### src/rtl/spi_cmd_bridge.sv
// SPI target that decodes host command frames into Pi-side bus reads and writes.
// Every SPI input is oversampled in the clk domain; nothing runs on SCLK.
module spi_cmd_bridge #(
  parameter int SYNC_STAGES = 2,
  parameter int WR_PULSE    = 4,
  parameter int RD_LATENCY  = 2
) (
  input  logic        clk,
  input  logic        reset,
  input  logic        spi_cs_n,
  input  logic        spi_sclk,
  input  logic        spi_mosi,
  output logic        spi_miso,
  output logic [16:0] pi_addr,
  output logic [7:0]  pi_data,
  output logic        pi_write,
  output logic        pi_read,
  input  logic [7:0]  pi_rd_data,
  output logic        overrun
);

  localparam int WCW = (WR_PULSE > 1) ? $clog2(WR_PULSE) : 1;
  localparam int RCW = $clog2(RD_LATENCY + 1);

  typedef enum logic [2:0] {IDLE, CMD, ADDR_HI, ADDR_LO, DATA, DISCARD} state_t;

  state_t r_state, w_nextState;

  logic [SYNC_STAGES-1:0] r_csSync, r_sclkSync, r_mosiSync;
  logic                   r_sclkPrev;
  logic                   w_csN, w_sclk, w_mosi, w_sclkRise, w_sclkFall;

  logic [2:0]  r_bitCnt;
  logic [7:0]  r_rxShift;
  logic [7:0]  w_rxByte;
  logic        w_byteDone;

  logic [16:0]    r_addr;
  logic [7:0]     r_piData;
  logic           r_opRead;
  logic           r_wrStart, r_piWrite, r_incPend;
  logic [WCW-1:0] r_wrCnt;
  logic           r_rdStart, r_piRead;
  logic [RCW-1:0] r_rdCnt;
  logic [7:0]     r_txShift;
  logic           r_overrun;
  logic           w_busy, w_accessByte, w_drop;

  always_ff @(posedge clk) begin
    if (reset) begin
      r_csSync   <= '1;
      r_sclkSync <= '0;
      r_mosiSync <= '0;
      r_sclkPrev <= 1'b0;
    end else begin
      r_csSync   <= {r_csSync[SYNC_STAGES-2:0], spi_cs_n};
      r_sclkSync <= {r_sclkSync[SYNC_STAGES-2:0], spi_sclk};
      r_mosiSync <= {r_mosiSync[SYNC_STAGES-2:0], spi_mosi};
      r_sclkPrev <= w_sclk;
    end
  end

  assign w_csN      = r_csSync[SYNC_STAGES-1];
  assign w_sclk     = r_sclkSync[SYNC_STAGES-1];
  assign w_mosi     = r_mosiSync[SYNC_STAGES-1];
  assign w_sclkRise = w_sclk & ~r_sclkPrev;
  assign w_sclkFall = ~w_sclk & r_sclkPrev;

  assign w_rxByte   = {r_rxShift[6:0], w_mosi};
  assign w_byteDone = w_sclkRise && !w_csN && (r_bitCnt == 3'd7);

  // Deasserting CS throws away any partial byte so the next frame starts aligned.
  always_ff @(posedge clk) begin
    if (reset || w_csN) begin
      r_bitCnt  <= 3'd0;
      r_rxShift <= 8'd0;
    end else if (w_sclkRise) begin
      r_bitCnt  <= r_bitCnt + 3'd1;
      r_rxShift <= w_rxByte;
    end
  end

  always_ff @(posedge clk) begin
    if (reset) r_state <= IDLE;
    else       r_state <= w_nextState;
  end

  always_comb begin
    w_nextState = r_state;
    case (r_state)
      IDLE:    if (!w_csN) w_nextState = CMD;
      CMD:     if (w_byteDone) w_nextState = w_rxByte[7] ? ADDR_HI : DISCARD;
      ADDR_HI: if (w_byteDone) w_nextState = ADDR_LO;
      ADDR_LO: if (w_byteDone) w_nextState = DATA;
      default: w_nextState = r_state;
    endcase
    if (w_csN) w_nextState = IDLE;
  end

  // A bus access is still in flight from data load until the post-write address bump or read capture.
  assign w_busy       = r_wrStart | r_piWrite | r_incPend | r_rdStart | r_piRead | (r_rdCnt != '0);
  assign w_accessByte = w_byteDone && ((r_state == ADDR_LO && r_opRead) || r_state == DATA);
  assign w_drop       = w_accessByte && w_busy;

  always_ff @(posedge clk) begin
    if (reset) begin
      r_addr    <= 17'd0;
      r_piData  <= 8'd0;
      r_opRead  <= 1'b0;
      r_wrStart <= 1'b0;
      r_piWrite <= 1'b0;
      r_incPend <= 1'b0;
      r_wrCnt   <= '0;
      r_rdStart <= 1'b0;
      r_piRead  <= 1'b0;
      r_rdCnt   <= '0;
      r_txShift <= 8'd0;
      r_overrun <= 1'b0;
    end else begin
      r_wrStart <= 1'b0;
      r_rdStart <= 1'b0;
      r_incPend <= 1'b0;

      // Data was loaded one cycle earlier, so it is settled before pi_write rises.
      if (r_wrStart) begin
        r_piWrite <= 1'b1;
        r_wrCnt   <= WCW'(WR_PULSE - 1);
      end else if (r_piWrite) begin
        if (r_wrCnt == '0) begin
          r_piWrite <= 1'b0;
          r_incPend <= 1'b1;
        end else begin
          r_wrCnt <= r_wrCnt - WCW'(1);
        end
      end
      if (r_incPend) r_addr <= r_addr + 17'd1;

      r_piRead <= r_rdStart;
      if (r_rdStart)            r_rdCnt <= RCW'(RD_LATENCY);
      else if (r_rdCnt != '0)   r_rdCnt <= r_rdCnt - RCW'(1);

      // No shift on the fall that ends a byte, so a freshly captured bit 7 survives.
      if (w_sclkFall && !w_csN && r_bitCnt != 3'd0) r_txShift <= {r_txShift[6:0], 1'b0};
      if (r_rdCnt == RCW'(1)) r_txShift <= pi_rd_data;

      if (w_byteDone) begin
        case (r_state)
          CMD: begin
            if (w_rxByte[7]) begin
              r_opRead   <= w_rxByte[6];
              r_addr[16] <= w_rxByte[0];
            end
          end
          ADDR_HI: r_addr[15:8] <= w_rxByte;
          ADDR_LO: begin
            r_addr[7:0] <= w_rxByte;
            if (r_opRead && !w_busy) r_rdStart <= 1'b1;
          end
          DATA: begin
            if (!w_busy) begin
              if (r_opRead) begin
                r_addr    <= r_addr + 17'd1;
                r_rdStart <= 1'b1;
              end else begin
                r_piData  <= w_rxByte;
                r_wrStart <= 1'b1;
              end
            end
          end
          default: ;
        endcase
      end
      if (w_drop) r_overrun <= 1'b1;
    end
  end

  always_comb begin
    spi_miso = 1'b0;
    if (r_state == DATA && r_opRead) spi_miso = r_txShift[7];
  end

  assign pi_addr  = r_addr;
  assign pi_data  = r_piData;
  assign pi_write = r_piWrite;
  assign pi_read  = r_piRead;
  assign overrun  = r_overrun;

endmodule

### config.mk
export PLATFORM = sky130hd
export DESIGN_NAME = spi_cmd_bridge
export DESIGN_NICKNAME = d
export VERILOG_FILES = /design/src/rtl/spi_cmd_bridge.sv
export SDC_FILE = /design/constraint.sdc
export NUM_CORES = 1
export LEC_CHECK = 0
export CAP_MARGIN = 30
export CORE_ASPECT_RATIO = 1.4
export CORE_MARGIN = 2
export CORE_UTILIZATION = 47
export DETAILED_ROUTE_END_ITERATION = 16
export MAX_ROUTING_LAYER = met4
export PLACE_DENSITY_LB_ADDON = 0.25
export SKIP_CTS_REPAIR_TIMING = 1
export SYNTH_ARGS = -nofsm -noshare
export SYNTH_HDL_FRONTEND = slang
export SYNTH_SLANG_ARGS = --single-unit
### constraint.sdc
create_clock -name clk -period 2.33 [get_ports clk]
set_clock_uncertainty 0.2 [all_clocks]
set_input_delay 0.466 -clock clk [delete_from_list [all_inputs] [get_ports clk]]
set_output_delay 0.466 -clock clk [all_outputs]
set_load 0.02 [all_outputs]
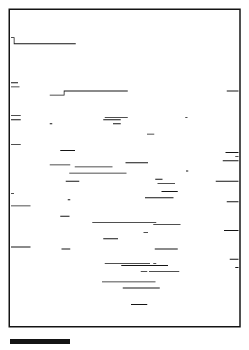
Fig. 1. Metal 3.
Bar = 20 um.
longest straight run: 20.9 um
wire length on this layer: 326 um
nets with wire on the layer: 35
total via count in the routed design: 3172
met3 track demand over resource in global routing: 3.80%
post-detailed-routing wire length: 8.40 mm

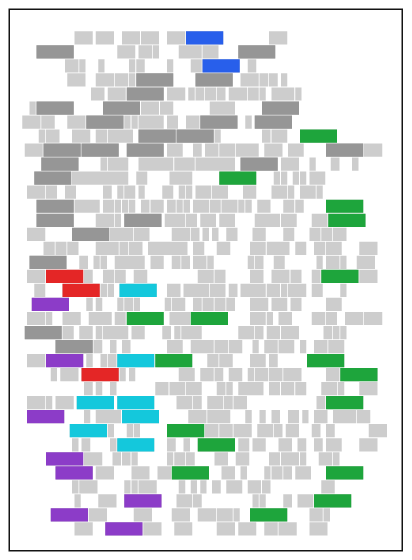
Fig. 2. Sequential cells coloured by netlist name.
Other sequential cells in the stronger grey, the rest of the logic in the fainter grey.
legend:
  purple:
    signal: `pi_data`
    placed_flops: 8
    where: lower left
  green:
    signal: `pi_addr`
    placed_flops: 17
  cyan:
    signal: `r_rxShift`
    placed_flops: 7
  red:
    signal: `r_bitCnt`
    placed_flops: 3
  blue:
    signal: `r_rdCnt`
    placed_flops: 2
not coloured: 27
sequential share of cell area: 30.3%
power attributed to sequential cells: 0.00110 W
FF+latch area: 1280 um^2

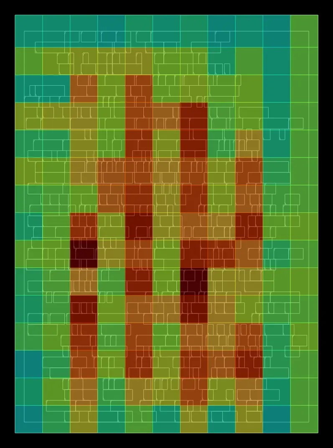
Fig. 3. Congestion heat map.
GRT Overall Usage: 22.3%
met1 usage in global routing: 24.9%

==> report_table.html <==
<h3>Run summary</h3>
<table>
<tr><th>Metric</th><th>Value</th></tr>
<tr><th colspan="2">Synthesis</th></tr>
<tr><td>Post-synthesis adder-cell area fraction</td><td>around 1.8%</td></tr>
<tr><td>Distinct cell type count after synthesis</td><td>roughly 54</td></tr>
<tr><td>Parity-gate share of the synthesized area counting xor and xnor cells</td><td>a little over 4%</td></tr>
<tr><td>Share of the synthesized area in the top cell type</td><td>a little under two fifths</td></tr>
<tr><td>Top cells by area, synth</td><td>dfxtp_1, a211oi_1, nor2_1</td></tr>
<tr><td># Cells Yosys</td><td>just over 400</td></tr>
<tr><td>Post-Synth AOI/OAI Area</td><td>17.8%</td></tr>
<tr><td>Post-Synthesis Cells</td><td>410</td></tr>
<tr><td>Sequential cell area fraction in the yosys report</td><td>37.6%</td></tr>
<tr><td>Syn. warnings</td><td>0</td></tr>
<tr><td>Synth async-reset ratio</td><td>0%</td></tr>
<tr><td>Yosys Chip Area</td><td>~3400 um^2</td></tr>
<tr><td>Avg Synthesized Cell Area</td><td>around 8.3 um^2</td></tr>
<tr><td>Flip-flop cell with the highest count after synthesis</td><td>dfxtp_1</td></tr>
<tr><td>Dominant combinational cell family by area after synthesis</td><td>simple AND/OR/NAND/NOR gates</td></tr>
<tr><td>Post-Synth Simple-Gate Area</td><td>27.6%</td></tr>
<tr><td>Cell Area, Synth</td><td>~3400 um^2</td></tr>
<tr><td>Flip-flops with a built-in enable</td><td>0</td></tr>
<tr><td>Synthesized netlist net count</td><td>about 430</td></tr>
<tr><td>Multiplexer share of the synthesized area</td><td>between 5 and 6%</td></tr>
<tr><td>Synth Register Bits</td><td>around 64</td></tr>
<tr><td>Synth area leader</td><td>dfxtp_1</td></tr>
<tr><th colspan="2">Min path</th></tr>
<tr><td>Number of cells on the worst hold path</td><td>1</td></tr>
<tr><td>WHS Endpoint</td><td>r_csSync[1]</td></tr>
<tr><td>Hold Path Class</td><td>register to register</td></tr>
<tr><td>Startpoint of the worst hold path</td><td>r_csSync[0]</td></tr>
<tr><th colspan="2">Pwr</th></tr>
<tr><td>Static power due to leakage</td><td>around 1.5 nW</td></tr>
<tr><td>Worst vdd ir</td><td>~0.47 mV</td></tr>
<tr><td>Sequential power share</td><td>between 50 and 60%</td></tr>
<tr><td>Net switching power figure</td><td>about 0.0005 W</td></tr>
<tr><td>Internal Pwr Total</td><td>0.00165 W</td></tr>
<tr><td>Overall power after layout</td><td>0.00214 W</td></tr>
<tr><td>Comb group</td><td>a little over 0.00005 W</td></tr>
<tr><td>Fraction of power consumed by the clock network</td><td>a little under half</td></tr>
<tr><td>Net switching share of the total power</td><td>roughly 23%</td></tr>
<tr><td>Group drawing the most power</td><td>registers</td></tr>
<tr><td>Power density cells</td><td>about 510 nW/um^2</td></tr>
<tr><td>Share of power burned in combinational logic</td><td>under 10%</td></tr>
<tr><td>Power drawn by the clock network</td><td>0.000983 W</td></tr>
<tr><th colspan="2">Clock network</th></tr>
<tr><td>CTS tree</td><td>built</td></tr>
<tr><td>Worst-skew pair later-pin latency</td><td>~0.35 ns</td></tr>
<tr><td>H-tree depth reported by CTS</td><td>3</td></tr>
<tr><td>CTS root buffer</td><td>clkbuf_8</td></tr>
<tr><td>Maximum root-to-sink buffer count</td><td>2</td></tr>
<tr><td>Cts bufs inserted</td><td>9</td></tr>
<tr><td>Clock tree sinks</td><td>between 60 and 70</td></tr>
<tr><td>Worst-path clk slew</td><td>0.07 ns</td></tr>
<tr><th colspan="2">Global routing</th></tr>
<tr><td>Maximum number of pins on one net before global-route repair</td><td>29</td></tr>
<tr><td>Vias in the first global route</td><td>3050</td></tr>
<tr><td>Gr busiest metal</td><td>met2</td></tr>
<tr><td>Global-route track usage on met2</td><td>~39%</td></tr>
<tr><td>Leftover overflow at the end of global routing</td><td>0</td></tr>
<tr><td>Initial antenna violation count</td><td>0</td></tr>
<tr><td>Wire length of the first global-routing pass</td><td>between 10 and 15 mm</td></tr>
<tr><th colspan="2">Routing</th></tr>
<tr><td>Drc violations</td><td>0</td></tr>
<tr><td>Routed length per placed instance</td><td>15.1 um</td></tr>
<tr><td>Total iterations of the first detailed-routing run</td><td>4</td></tr>
<tr><td>Vias per std cell</td><td>5.72</td></tr>
<tr><td>Number of DRC markers in iteration 0</td><td>roughly 210</td></tr>
<tr><td>Post-route ant nets</td><td>0</td></tr>
<tr><th colspan="2">Final timing</th></tr>
<tr><td>Max Fclk</td><td>450 MHz</td></tr>
<tr><td>Smallest hold slack</td><td>roughly 0.22 ns</td></tr>
<tr><td>Setup repair after global routing missed its margin</td><td>no</td></tr>
<tr><td>Min cycle time layout</td><td>between 2 and 2.5 ns</td></tr>
<tr><td>Share of the clock period used by the worst path</td><td>95.4%</td></tr>
<tr><td>Hold Fails Final Rpt</td><td>0</td></tr>
<tr><td>Worst Setup Slack, final</td><td>roughly 0.11 ns</td></tr>
<tr><td>Relative slew margins</td><td>a little under three fifths</td></tr>
<tr><td>Final sum of negative setup slack</td><td>0 ns</td></tr>
<tr><td>Final setup violation count</td><td>0</td></tr>
<tr><td>Number of slew-limit violations in the final report</td><td>0</td></tr>
<tr><td>Transition time of the tightest slew-check pin</td><td>approximately 0.64 ns</td></tr>
<tr><th colspan="2">Floorplanning</th></tr>
<tr><td>Rows</td><td>36</td></tr>
<tr><td>Placeable Area</td><td>6980 um^2</td></tr>
<tr><td>Floorplan Utilization</td><td>48.7%</td></tr>
<tr><td>Number of well taps</td><td>between 90 and 100</td></tr>
<tr><td>Chip width</td><td>75.9 um</td></tr>
<tr><td>Number of primary I/O pins</td><td>42</td></tr>
<tr><td>Area of the chip</td><td>7950 um^2</td></tr>
<tr><td>Die boundary height</td><td>between 100 and 150 um</td></tr>
<tr><th colspan="2">Cells and area</th></tr>
<tr><td>Post-layout utilization of the core</td><td>about three fifths</td></tr>
<tr><td>Number of inserted diodes</td><td>0</td></tr>
<tr><td>Share of post-route cells with drive strength above 1</td><td>a little over an eighth</td></tr>
<tr><td>Combinational share of cell area</td><td>46.5%</td></tr>
<tr><td>Biggest area consumer among cell classes</td><td>multi-input combinational cells</td></tr>
<tr><td>Number of flip-flops and latches</td><td>about 64</td></tr>
<tr><td>Non-clk invs</td><td>11</td></tr>
<tr><td>Net total in the final layout</td><td>around 470</td></tr>
<tr><td>Layout overhead on the synthesized area</td><td>24.1%</td></tr>
<tr><td>Share of final layout cell area taken by non-clock buffers</td><td>14.5%</td></tr>
<tr><td>Number of inserted filler cells in the final layout</td><td>~660</td></tr>
<tr><td>Area of combinational cells with multiple inputs</td><td>just under 2000 um^2</td></tr>
<tr><td>ClkCell Share</td><td>under 10%</td></tr>
<tr><td>Count of plain and timing-repair buffers in the layout</td><td>roughly 68</td></tr>
<tr><td>Number of clock buffers in the layout</td><td>10</td></tr>
<tr><td>Number of logic gates</td><td>301</td></tr>
<tr><th colspan="2">Placement</th></tr>
<tr><td>Pre-CTS worst setup slack</td><td>approximately 0.20 ns</td></tr>
<tr><td>HPWL after detailed placement</td><td>6.17 mm</td></tr>
<tr><td>Tally of buffers added on design ports</td><td>~41</td></tr>
<tr><td>Weighted congestion reported at the end of routability-driven placement</td><td>about 0.9</td></tr>
<tr><th colspan="2">Run status</th></tr>
<tr><td>Status</td><td>finished, final reports clean</td></tr>
<tr><th colspan="2">Setup path</th></tr>
<tr><td>Register-to-register setup slack</td><td>between 0.15 and 0.2 ns</td></tr>
<tr><td>Terminus of the critical flop-to-flop path</td><td>pi_addr[12]</td></tr>
<tr><td>Origin of the worst setup path</td><td>pi_addr[11]</td></tr>
<tr><td>Maximum cell stage delay along the critical path</td><td>0.60 ns</td></tr>
<tr><td>Crit path arrival time</td><td>1.56 ns</td></tr>
<tr><td>CP delay by family, top</td><td>buffers and inverters</td></tr>
<tr><td>Data required time of the worst path</td><td>between 1.5 and 2 ns</td></tr>
<tr><td>Count of buffer and inverter cells on the critical path</td><td>2</td></tr>
<tr><td>Crit path max-delay cell type</td><td>clkdlybuf4s50_1</td></tr>
<tr><td>Count of cells along the worst register-to-register path</td><td>5</td></tr>
<tr><td>Count of cell instances traversed by the critical path</td><td>2</td></tr>
<tr><td>Critical Path Source Type</td><td>register</td></tr>
<tr><td>R2r startpoint</td><td>pi_addr[9]</td></tr>
<tr><td>Critical path class</td><td>register to output pin</td></tr>
<tr><td>Cell chain of the critical path</td><td>buf_4 -&gt; clkdlybuf4s50_1</td></tr>
<tr><td>Crit Path Max Fanout</td><td>6</td></tr>
<tr><td>Endpoint of the most critical setup path</td><td>pi_addr[11]</td></tr>
<tr><td>Worst setup EP type</td><td>output pin</td></tr>
<tr><th colspan="2">Job</th></tr>
<tr><td>Log Warnings</td><td>27</td></tr>
<tr><td>Tally of max-capacitance violations</td><td>0</td></tr>
</table>
-- sequential cells by signal (all words and copies together), names as in the netlist --
| register | cells |
|---|---|
| pi_addr | 17 |
| pi_data | 8 |
| r_txShift | 8 |
| r_rxShift | 7 |
| r_bitCnt | 3 |
| r_state | 3 |
| r_csSync | 2 |
| r_mosiSync | 2 |
| r_rdCnt | 2 |
| r_sclkSync | 2 |
| r_wrCnt | 2 |
| overrun | 1 |
| pi_read | 1 |
| pi_write | 1 |
| r_incPend | 1 |
| r_opRead | 1 |
| r_rdStart | 1 |
| r_sclkPrev | 1 |
| r_wrStart | 1 |
-- cells in the final DEF, fill, tap and decap left out, types with 4 or more instances in the layout --
cell              n
nor3_1           10
nor2_1           52
nor2b_1           8
a211oi_1         26
nand4_1           4
dfxtp_1          64
xnor2_1           7
nor4b_1           6
nand2b_1          7
a31oi_1           4
buf_4            26
ha_1              5
clkbuf_8         10
a21oi_1          28
xor2_1            9
nor4_1           11
inv_1            11
nand3_1          10
a221oi_1          6
nand2_1          38
clkdlybuf4s50_1  39
mux2i_1          17
-- cells in the mapped netlist (all sizes together), types with 9 or more instances --
cell type   n
nor2       52
a211oi     26
nor3       11
nand3      10
nor4       14
buf        13
a21oi      28
xor2        9
nand2      38
clkbuf     21
inv        11
dfxtp      64
mux2i      17
-- cell families (layout without fill, tap and decap cells) --
family	Yosys count	count (layout)
and+or+nand+nor	174	174
buffers and inverters	45	95
xor gates and xnor gates	16	16
AOI/OAI and AO/OA	87	87
muxes	19	19
adders and majority gates	5	5
DFF	64	64
-- stage by stage --
step                instances  area (um^2)
floorplan                 410         3400
detailed placement        539         4000
global placement          539         4000
global route              555         4220
finish                    555         4220
CTS                       555         4210
-- routing by layer --
metal	wire, um	share of wire, %
met1	3520	42
met2	4380	52
met3	326	3.9
met4	170	2.0
met5	0	0
No activity file was given, so power comes from the tool's default toggle rates.
